File: config.mk
export PLATFORM = sky130hd
export DESIGN_NAME = key_command_frontend
export DESIGN_NICKNAME = d
export VERILOG_FILES = /design/src/rtl/key_command_frontend.sv
export SDC_FILE = /design/constraint.sdc
export NUM_CORES = 1
export LEC_CHECK = 0
export ABC_CLOCK_PERIOD_IN_PS = 2700
export CORE_UTILIZATION = 45
export DETAILED_ROUTE_END_ITERATION = 7
export GPL_TIMING_DRIVEN = 0
export HOLD_SLACK_MARGIN = 0.08
export PLACE_DENSITY_LB_ADDON = 0.05
export SYNTH_ARGS = -nofsm -noshare
export SYNTH_HDL_FRONTEND = slang
export SYNTH_SLANG_ARGS = --single-unit
File: constraint.sdc
create_clock -name i_clk -period 2.7 [get_ports i_clk]
set_input_delay 0.54 -clock i_clk [delete_from_list [all_inputs] [get_ports i_clk]]
set_output_delay 0.54 -clock i_clk [all_outputs]
set_load 0.01 [all_outputs]
File: src/rtl/key_command_frontend.sv
// Pushbutton front end: sync + debounce of four active-low keys, press pulses for
// keys 0..2, short/long press decode on key 3. Optional macro: KEY_SPEED_SATURATE_EN.

module key_command_frontend_debounce #(
  parameter int CYCLES = 4,
  parameter int CNT_W  = 2
) (
  input  logic i_clk,
  input  logic i_rst_n,
  input  logic i_key_n,
  output logic o_level
);
  logic             sync1_q, sync2_q;
  logic             level_q, level_d;
  logic [CNT_W-1:0] cnt_q, cnt_d;
  logic             sample;

  // Working polarity is 1 = pressed.
  assign sample  = ~sync2_q;
  assign o_level = level_q;

  always_comb begin
    level_d = level_q;
    cnt_d   = '0;
    if (sample != level_q) begin
      if (cnt_q == CNT_W'(CYCLES - 1)) begin
        level_d = sample;
      end else begin
        cnt_d = cnt_q + 1'b1;
      end
    end
  end

  always_ff @(posedge i_clk or negedge i_rst_n) begin
    if (!i_rst_n) begin
      sync1_q <= 1'b1;
      sync2_q <= 1'b1;
      level_q <= 1'b0;
      cnt_q   <= '0;
    end else begin
      sync1_q <= i_key_n;
      sync2_q <= sync1_q;
      level_q <= level_d;
      cnt_q   <= cnt_d;
    end
  end
endmodule

module key_command_frontend #(
  parameter int DEBOUNCE_CYCLES  = 500000,
  parameter int LONGPRESS_CYCLES = 50000000,
  parameter int SPEED_MAX        = 8
) (
  input  logic       i_clk,
  input  logic       i_rst_n,
  input  logic [3:0] i_key_n,
  output logic [2:0] o_key_pulse,
  output logic [3:0] o_speed,
  output logic       o_fast,
  output logic       o_slow_0,
  output logic       o_slow_1,
  output logic       o_cfg_change
);
  localparam int DB_W   = (DEBOUNCE_CYCLES  > 1) ? $clog2(DEBOUNCE_CYCLES)  : 1;
  localparam int HOLD_W = (LONGPRESS_CYCLES > 1) ? $clog2(LONGPRESS_CYCLES) : 1;
  localparam logic [3:0] SPD_MAX = 4'(SPEED_MAX);

  typedef enum logic [1:0] {K_IDLE, K_HOLD, K_WAIT} kstate_t;

  logic [3:0]        db;
  logic [2:0]        db_prev_q, db_prev_d;
  logic [2:0]        pulse_q, pulse_d;
  kstate_t           state_q, state_d;
  logic [HOLD_W-1:0] hold_q, hold_d;
  logic [3:0]        speed_q, speed_d;
  // One-hot {slow1, slow0, fast}; all zero is NORMAL. Kept as flops so outputs never glitch.
  logic [2:0]        mode_q, mode_d;
  logic              cfg_q, cfg_d;
  logic              short_ev, long_ev;

  genvar g;
  generate
    for (g = 0; g < 4; g++) begin : g_key
      key_command_frontend_debounce #(
        .CYCLES (DEBOUNCE_CYCLES),
        .CNT_W  (DB_W)
      ) u_db (
        .i_clk   (i_clk),
        .i_rst_n (i_rst_n),
        .i_key_n (i_key_n[g]),
        .o_level (db[g])
      );
    end
  endgenerate

  always_comb begin
    db_prev_d = db[2:0];
    pulse_d   = db[2:0] & ~db_prev_q;
  end

  always_comb begin
    state_d  = state_q;
    hold_d   = hold_q;
    short_ev = 1'b0;
    long_ev  = 1'b0;
    case (state_q)
      K_IDLE: begin
        if (db[3]) begin
          state_d = K_HOLD;
          hold_d  = '0;
        end
      end
      K_HOLD: begin
        if (!db[3]) begin
          short_ev = 1'b1;
          state_d  = K_IDLE;
        end else if (hold_q == HOLD_W'(LONGPRESS_CYCLES - 1)) begin
          long_ev = 1'b1;
          state_d = K_WAIT;
        end else if (hold_q != {HOLD_W{1'b1}}) begin
          hold_d = hold_q + 1'b1;
        end
      end
      K_WAIT: begin
        if (!db[3]) state_d = K_IDLE;
      end
      default: state_d = K_IDLE;
    endcase
  end

  always_comb begin
    speed_d = speed_q;
    mode_d  = mode_q;
    cfg_d   = 1'b0;
    if (short_ev) begin
`ifdef KEY_SPEED_SATURATE_EN
      if (speed_q < SPD_MAX) begin
        speed_d = speed_q + 4'd1;
        cfg_d   = 1'b1;
      end
`else
      speed_d = (speed_q >= SPD_MAX) ? 4'd1 : speed_q + 4'd1;
      cfg_d   = 1'b1;
`endif
    end
    if (long_ev) begin
      case (mode_q)
        3'b000:  mode_d = 3'b001;
        3'b001:  mode_d = 3'b010;
        3'b010:  mode_d = 3'b100;
        default: mode_d = 3'b000;
      endcase
      cfg_d = 1'b1;
`ifdef KEY_SPEED_SATURATE_EN
      speed_d = 4'd1;
`endif
    end
  end

  always_ff @(posedge i_clk or negedge i_rst_n) begin
    if (!i_rst_n) begin
      db_prev_q <= '0;
      pulse_q   <= '0;
      state_q   <= K_IDLE;
      hold_q    <= '0;
      speed_q   <= 4'd1;
      mode_q    <= '0;
      cfg_q     <= 1'b0;
    end else begin
      db_prev_q <= db_prev_d;
      pulse_q   <= pulse_d;
      state_q   <= state_d;
      hold_q    <= hold_d;
      speed_q   <= speed_d;
      mode_q    <= mode_d;
      cfg_q     <= cfg_d;
    end
  end

  assign o_key_pulse  = pulse_q;
  assign o_speed      = speed_q;
  assign o_fast       = mode_q[0];
  assign o_slow_0     = mode_q[1];
  assign o_slow_1     = mode_q[2];
  assign o_cfg_change = cfg_q;
endmodule

==> run summary <==
Latest figures from synthesis and place and route.

The internal power of the cells totals 3.384 mW. The initial core utilization is 0.4636. After synthesis, the mean cell area works out to 9.984 sq um.

Setup repair after global routing left no endpoint under its margin. From left edge to right edge, the die measures 121.8 microns. The gate-level netlist out of Yosys references 53 unique cell types. The number of instances in the synthesized netlist is 647.

The clock passes through at most 2 buffers. The flow reports power dissipated in sequential cells as 1.99 mW. The count of buffers added on input and output ports is 16. The power consumption is 4.262 mW. The post-detailed-route wirelength per cell is 14.83 microns. The routed layout reports a DRC error count of 0. The total overflow left after global routing is 0.

In this design, the critical path's most frequently occurring cell is sky130_fd_sc_hd__buf_2. The total half-perimeter wirelength after legalization and detailed placement is 8.517 mm. The post-synthesis cell area is 6460 sq um.

Ranked by flip-flop count, first place goes to g_key.u_db.cnt_q. The CTS report gives the tree buffer count as 17. The launch point of the worst reg-to-reg path is hold_q[16]. The detail-routed via count per cell is 5.486. The worst setup path is launched from a flip-flop.

The worst clock skew is 6.819 ps. By count the netlist is led by 121 x sky130_fd_sc_hd__dfrtp_1, 105 x sky130_fd_sc_hd__nor2_1, 48 x sky130_fd_sc_hd__nand3_1, 41 x sky130_fd_sc_hd__xor2_1, 40 x sky130_fd_sc_hd__nand2_1. The share of async-settable or async-resettable flops after synthesis is 1.000. The number of antenna violations at the first check in global routing is 0.

The run finished with clean final reports. The multiplexer area fraction after synthesis is 0.01143. The layout report gives the register share of total cell area as 0.4396. The maximum achievable frequency is 425.9 MHz. Per the synthesis report, the simple-gate share of the synthesized area is 0.2475. On the worst path, the slowest cell contributes a delay of 410 ps. The later pin in the worst-skew pair is clocked with a latency of 420 ps. The net count after synthesis is 661. The and-or/or-and share of the synthesized area is 0.08677. For this block, the routed nets add up to 12.99 mm of wire. The worst hold slack after final layout is 84.20 ps. The layout overhead on the synthesized area is 14.95%.

Per the gpl log, the routability congestion estimate is 0.8337. The clock group power is 2.17 mW. The detailed-routing wirelength on met1 is 6.428 mm. The required arrival time at the worst endpoint is 3030 ps.

Measured on the finished design, the core utilization comes to 0.5329. The number of placement rows is 43. The final timing report derives a shortest allowable period of 2348 ps. The number of clock buffer instances in the layout is 26. The number of hold violations in the final report is 0. The end-of-flow timing check tallies setup violations at 0. Per the layout area report, the combinational gate area comes to 2964 sq um. The timing report gives the clock slew at the launch and capture registers of the worst setup and hold paths as 50 ps. Of the synthesized area, sequential elements account for 0.5053. For this design the static power due to leakage is 3.068 nW. The largest registers in the layout are g_key.u_db.cnt_q: 76 flops, hold_q: 26 flops. The total clock sinks is 130.
Figure 1. Supply network.
Bar = 20 microns. Pins as bars on the die edge. Tap cells in gray.
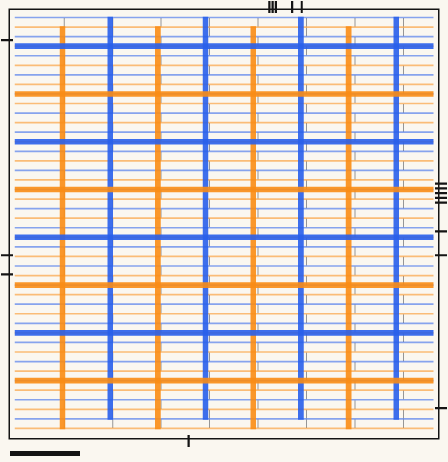
| color | net |
|---|---|
| blue | VDD |
| orange | VSS |
met1 rails: 44
signal pins: 17
met5 straps: 8
floorplan die height: 121.8 microns
highest ir drop seen on vdd: 0.0004335 V

Figure 2. Close-up of the layout.
Region (79, 18) to (104, 43) microns. Cells in gray, sequential cells in the stronger gray; small squares are vias.
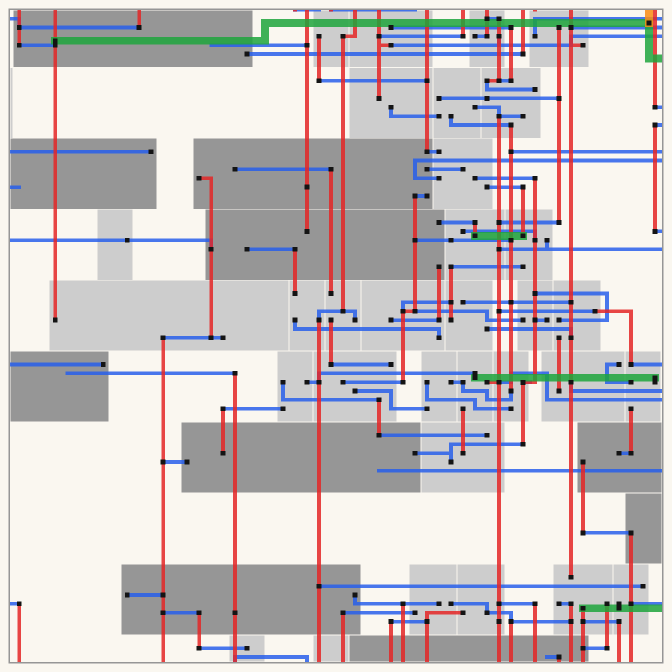
| color | layer |
|---|---|
| blue | metal 1 |
| red | metal 2 |
| green | metal 3 |
| orange | metal 4 |
sequential cells in the window: 6
most frequent: nor2_1 (7), xnor2_1 (6), dfrtp_1 (6)
netlist names of flops here include: g_key.u_db.cnt_q (5), o_key_pulse (1)
cells with their middle in the window: 36

Figure 3. Signal wires by layer.
Two of the layers only.
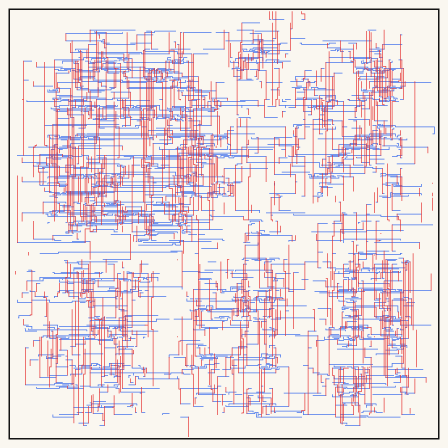
| color | layer | wire length |
|---|---|---|
| blue | metal 1 | 6430 microns |
| red | metal 2 | 5910 microns |

Figure 4. Congestion heat map.
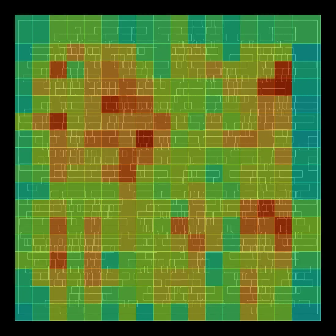
global routing met3 resource utilization: 0.04682
overall fraction of global-route tracks in use: 0.1972
fraction of met1 tracks used by global routing: 0.2739

Power is estimated from default activity; no workload was simulated.
